**src/rtl/carrd_wb_commit.sv**
```systemverilog
// Writeback commit queue: buffers writeback requests and drains them into the
// VRF write port (vector groups, element-0 writes) or the scalar register file.
module carrd_wb_commit #(
  parameter int unsigned FIFO_DEPTH  = 2,
  parameter int unsigned GROUP_BEATS = 4
) (
  input  logic         clk,
  input  logic         nrst,
  input  logic         wb_valid,
  output logic         wb_ready,
  input  logic [1:0]   wb_kind,
  input  logic [4:0]   wb_vd,
  input  logic [511:0] wb_data,
  output logic         vrf_wr_en,
  output logic [4:0]   vrf_wr_addr,
  output logic [127:0] vrf_wr_data,
  output logic [15:0]  vrf_wr_mask,
  input  logic         vrf_wr_ready,
  output logic         x_wr_en,
  output logic [4:0]   x_wr_addr,
  output logic [31:0]  x_wr_data,
  input  logic [4:0]   hz_addr,
  output logic         hz_hit,
  output logic         busy
);

  localparam int unsigned DATA_W = 512;
  localparam int unsigned BEAT_W = 128;
  localparam int unsigned REG_W  = 5;
  localparam int unsigned XLEN   = 32;
  localparam int unsigned MASK_W = 16;
  localparam int unsigned PTR_W  = $clog2(FIFO_DEPTH);
  localparam int unsigned CNT_W  = PTR_W + 1;
  localparam int unsigned BCNT_W = (GROUP_BEATS > 1) ? $clog2(GROUP_BEATS) : 1;

  localparam logic [1:0] KIND_VEC   = 2'd1;
  localparam logic [1:0] KIND_X     = 2'd2;
  localparam logic [1:0] KIND_ELEM0 = 2'd3;

  typedef enum logic [1:0] {IDLE, DRAIN, SCALAR} state_t;

  typedef struct packed {
    logic [1:0]        kind;
    logic [REG_W-1:0]  vd;
    logic [DATA_W-1:0] data;
  } entry_t;

  entry_t             fifo_q [FIFO_DEPTH];
  entry_t             head;
  logic [PTR_W-1:0]   rd_ptr_q, wr_ptr_q;
  logic [CNT_W-1:0]   count_q, count_d;
  logic               push, pop, full, empty;

  state_t             state_q, state_d;
  logic [BCNT_W-1:0]  beat_q, beat_d;
  logic               vrf_en_d, x_en_d, busy_d;
  logic [REG_W-1:0]   vrf_addr_d, x_addr_d;
  logic [BEAT_W-1:0]  vrf_data_d;
  logic [MASK_W-1:0]  vrf_mask_d;
  logic [XLEN-1:0]    x_data_d;

  logic [PTR_W-1:0]   hz_idx;
  logic [REG_W-1:0]   hz_off;
  entry_t             hz_e;

  function automatic logic [BEAT_W-1:0] beat_slice(input logic [DATA_W-1:0] data,
                                                   input logic [BCNT_W-1:0] b);
    return BEAT_W'(data >> (BEAT_W * 32'(b)));
  endfunction

  assign full     = (count_q == CNT_W'(FIFO_DEPTH));
  assign empty    = (count_q == '0);
  assign wb_ready = !full;
  assign push     = wb_valid && wb_ready && (wb_kind != 2'd0);
  assign head     = fifo_q[rd_ptr_q];

  // Entry stays at the head while in flight; it is only popped once fully written.
  always_comb begin
    count_d = count_q;
    if (push && !pop)      count_d = count_q + CNT_W'(1);
    else if (!push && pop) count_d = count_q - CNT_W'(1);
  end

  always_ff @(posedge clk) begin
    if (push) fifo_q[wr_ptr_q] <= '{kind: wb_kind, vd: wb_vd, data: wb_data};
  end

  always_ff @(posedge clk or negedge nrst) begin
    if (!nrst) begin
      rd_ptr_q <= '0;
      wr_ptr_q <= '0;
      count_q  <= '0;
    end else begin
      if (push) wr_ptr_q <= wr_ptr_q + PTR_W'(1);
      if (pop)  rd_ptr_q <= rd_ptr_q + PTR_W'(1);
      count_q <= count_d;
    end
  end

  // Next state and next value of the registered write ports.
  always_comb begin
    state_d    = state_q;
    beat_d     = beat_q;
    pop        = 1'b0;
    vrf_en_d   = 1'b0;
    vrf_addr_d = '0;
    vrf_data_d = '0;
    vrf_mask_d = '0;
    x_en_d     = 1'b0;
    x_addr_d   = '0;
    x_data_d   = '0;
    unique case (state_q)
      IDLE: begin
        if (!empty) begin
          if (head.kind == KIND_VEC) begin
            state_d    = DRAIN;
            beat_d     = '0;
            vrf_en_d   = 1'b1;
            vrf_addr_d = head.vd;
            vrf_data_d = beat_slice(head.data, '0);
            vrf_mask_d = '1;
          end else if (head.kind == KIND_ELEM0) begin
            state_d    = DRAIN;
            beat_d     = '0;
            vrf_en_d   = 1'b1;
            vrf_addr_d = head.vd;
            vrf_data_d = BEAT_W'(head.data[XLEN-1:0]);
            vrf_mask_d = MASK_W'(16'h000F);
          end else if (head.kind == KIND_X) begin
            state_d  = SCALAR;
            x_en_d   = 1'b1;
            x_addr_d = head.vd;
            x_data_d = head.data[XLEN-1:0];
          end
        end
      end
      DRAIN: begin
        if (vrf_wr_ready) begin
          if (head.kind == KIND_ELEM0 || beat_q == BCNT_W'(GROUP_BEATS - 1)) begin
            pop     = 1'b1;
            state_d = IDLE;
            beat_d  = '0;
          end else begin
            beat_d     = beat_q + BCNT_W'(1);
            vrf_en_d   = 1'b1;
            vrf_addr_d = head.vd + REG_W'(beat_d);
            vrf_data_d = beat_slice(head.data, beat_d);
            vrf_mask_d = '1;
          end
        end else begin
          vrf_en_d   = vrf_wr_en;
          vrf_addr_d = vrf_wr_addr;
          vrf_data_d = vrf_wr_data;
          vrf_mask_d = vrf_wr_mask;
        end
      end
      SCALAR: begin
        pop     = 1'b1;
        state_d = IDLE;
      end
      default: state_d = IDLE;
    endcase
    busy_d = (count_d != '0) || (state_d != IDLE);
  end

  always_ff @(posedge clk or negedge nrst) begin
    if (!nrst) begin
      state_q     <= IDLE;
      beat_q      <= '0;
      vrf_wr_en   <= 1'b0;
      vrf_wr_addr <= '0;
      vrf_wr_data <= '0;
      vrf_wr_mask <= '0;
      x_wr_en     <= 1'b0;
      x_wr_addr   <= '0;
      x_wr_data   <= '0;
      busy        <= 1'b0;
    end else begin
      state_q     <= state_d;
      beat_q      <= beat_d;
      vrf_wr_en   <= vrf_en_d;
      vrf_wr_addr <= vrf_addr_d;
      vrf_wr_data <= vrf_data_d;
      vrf_wr_mask <= vrf_mask_d;
      x_wr_en     <= x_en_d;
      x_wr_addr   <= x_addr_d;
      x_wr_data   <= x_data_d;
      busy        <= busy_d;
    end
  end

  // Hazard: pending vector beats (already-written beats of the head excluded) or element-0 writes.
  always_comb begin
    hz_hit = 1'b0;
    hz_idx = '0;
    hz_off = '0;
    hz_e   = '0;
    for (int i = 0; i < FIFO_DEPTH; i++) begin
      if (CNT_W'(i) < count_q) begin
        hz_idx = rd_ptr_q + PTR_W'(i);
        hz_e   = fifo_q[hz_idx];
        hz_off = hz_addr - hz_e.vd;
        if (hz_e.kind == KIND_VEC && 32'(hz_off) < GROUP_BEATS &&
            !(i == 0 && state_q == DRAIN && 32'(hz_off) < 32'(beat_q)))
          hz_hit = 1'b1;
        if (hz_e.kind == KIND_ELEM0 && hz_e.vd == hz_addr)
          hz_hit = 1'b1;
      end
    end
  end

endmodule

```
**config.mk**
```make
export PLATFORM = sky130hd
export DESIGN_NAME = carrd_wb_commit
export DESIGN_NICKNAME = d
export VERILOG_FILES = /design/src/rtl/carrd_wb_commit.sv
export SDC_FILE = /design/constraint.sdc
export NUM_CORES = 1
export LEC_CHECK = 0
export CAP_MARGIN = 10
export CORE_ASPECT_RATIO = 1.25
export CORE_UTILIZATION = 30
export CTS_CLUSTER_SIZE = 40
export DETAILED_ROUTE_END_ITERATION = 12
export PLACE_DENSITY_LB_ADDON = 0.15
export SYNTH_ARGS = -nofsm -noshare
export SYNTH_HDL_FRONTEND = slang
export SYNTH_SLANG_ARGS = --single-unit
export TNS_END_PERCENT = 10
```
**constraint.sdc**
```tcl
create_clock -name clk -period 27 [get_ports clk]
set_input_delay 5.4 -clock clk [delete_from_list [all_inputs] [get_ports clk]]
set_output_delay 5.4 -clock clk [all_outputs]
set_load 0.03 [all_outputs]
```
==> run summary <==
Here are the numbers from the latest Yosys + OpenROAD run.

The run finished with clean final reports. The worst hold margin came out at 0.477 ns. The detailed router reported a total wirelength of 136000 microns. The worst reg-to-reg setup slack is 21.62 ns. After clock tree synthesis, the flow added hold-fix buffers numbering 0. The placer congestion estimate came out at 0.791.

In this run, CTS created clock tree buffers numbering 137. The number of buffers added on ports is 718. The clock period minus final worst setup slack is 13.85 ns. The number of max-slew violations in the final report is 0. The average instance area after synthesis is 20.6 sq um. The maximum number of pins on one net before global-route repair is 177.

Of all power groups, the one with the highest power is sequential cells. The highest net fanout along the worst path came out at 2. Data on the critical path is required at its endpoint by 21.60 ns. The critical path starts at hz_addr[0]. In the synthesized netlist, mux cells make up 17.8% of the area. The highest signal layer in the routed design is met5. The area of placed instances is 57200 sq um. Yosys mapped a number of flops with a built-in enable equal to 1038.

The static power due to leakage is 22.3 nW. The cell type that accounts for the most area after synthesis is sky130_fd_sc_hd__edfxtp_1. OpenSTA lists the critical path endpoint as hz_hit. The area of the multi-input gates is 11300 sq um. The count of nets left with antenna violations after detail routing is 0. Logged for this run, the post-placement worst setup slack is 13.07 ns.

The share of total power dissipated in combinational logic is 32.6%. Looking at the max-slew report, the worst-margin pin has a slew of 1.24 ns. The kind of cell with the highest combined delay along the critical path is buffers and inverters. The detail-routed via count per cell is 4.89. OpenROAD emitted warnings numbering 47.

The number of warnings printed during yosys synthesis came out at 0. The area added between synthesis and finish came out at 28.4%. For this run the detailed placement stage logged an HPWL of 87200 microns. For reference, the top cells by count after synthesis are sky130_fd_sc_hd__edfxtp_1 (1038), sky130_fd_sc_hd__mux2i_1 (268), sky130_fd_sc_hd__mux4_2 (256), sky130_fd_sc_hd__dfrtp_1 (182), sky130_fd_sc_hd__a21o_1 (99).
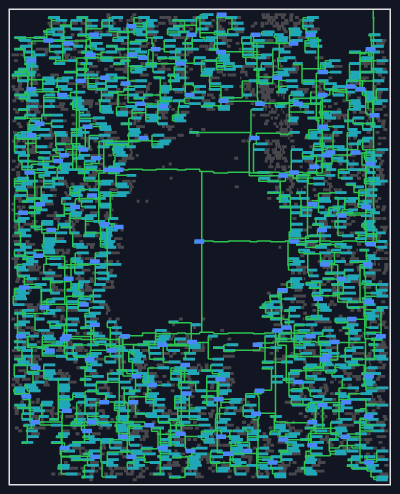
clock_map.png
[blue] cells driving clock nets | count: 137
[green] clock wires | length: 16500 microns
[cyan] flip-flops | count: 1220
flops lie: spread over the die
worst clock skew: 0.0287 ns
part of the total power dissipated in the clock network: 27.4%
Late-Pin Clk Latency: 0.77 ns
Clk. pwr: 0.00181 W

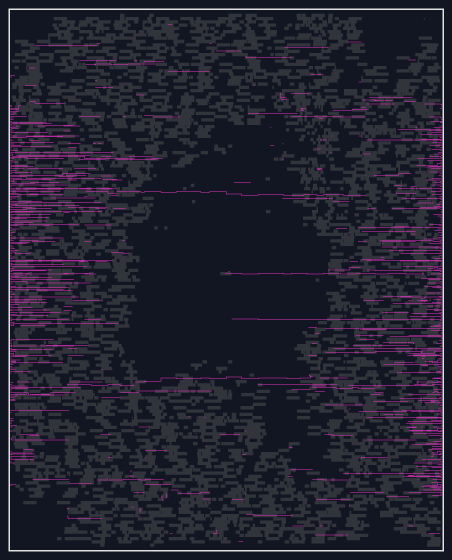
met3.png
main direction: horizontal
wire length on this layer: 10700 microns
longest straight run: 152 microns
vias post-DR: 25800
met3 GRT Util: 6.23%

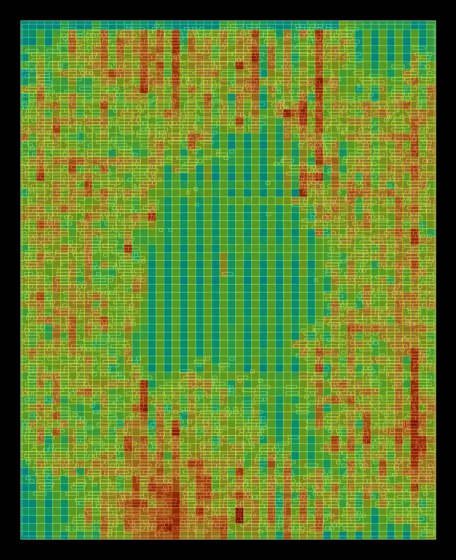
final_congestion.png
global routing met2 resource utilization: 29.1%
busiest layer in global routing: met2
global-route usage over all layers: 16.8%
met1 usage: 19.4%
final core area utilization: 38.9%

Power figures rest on the tool's default switching activity, not on a simulated workload.
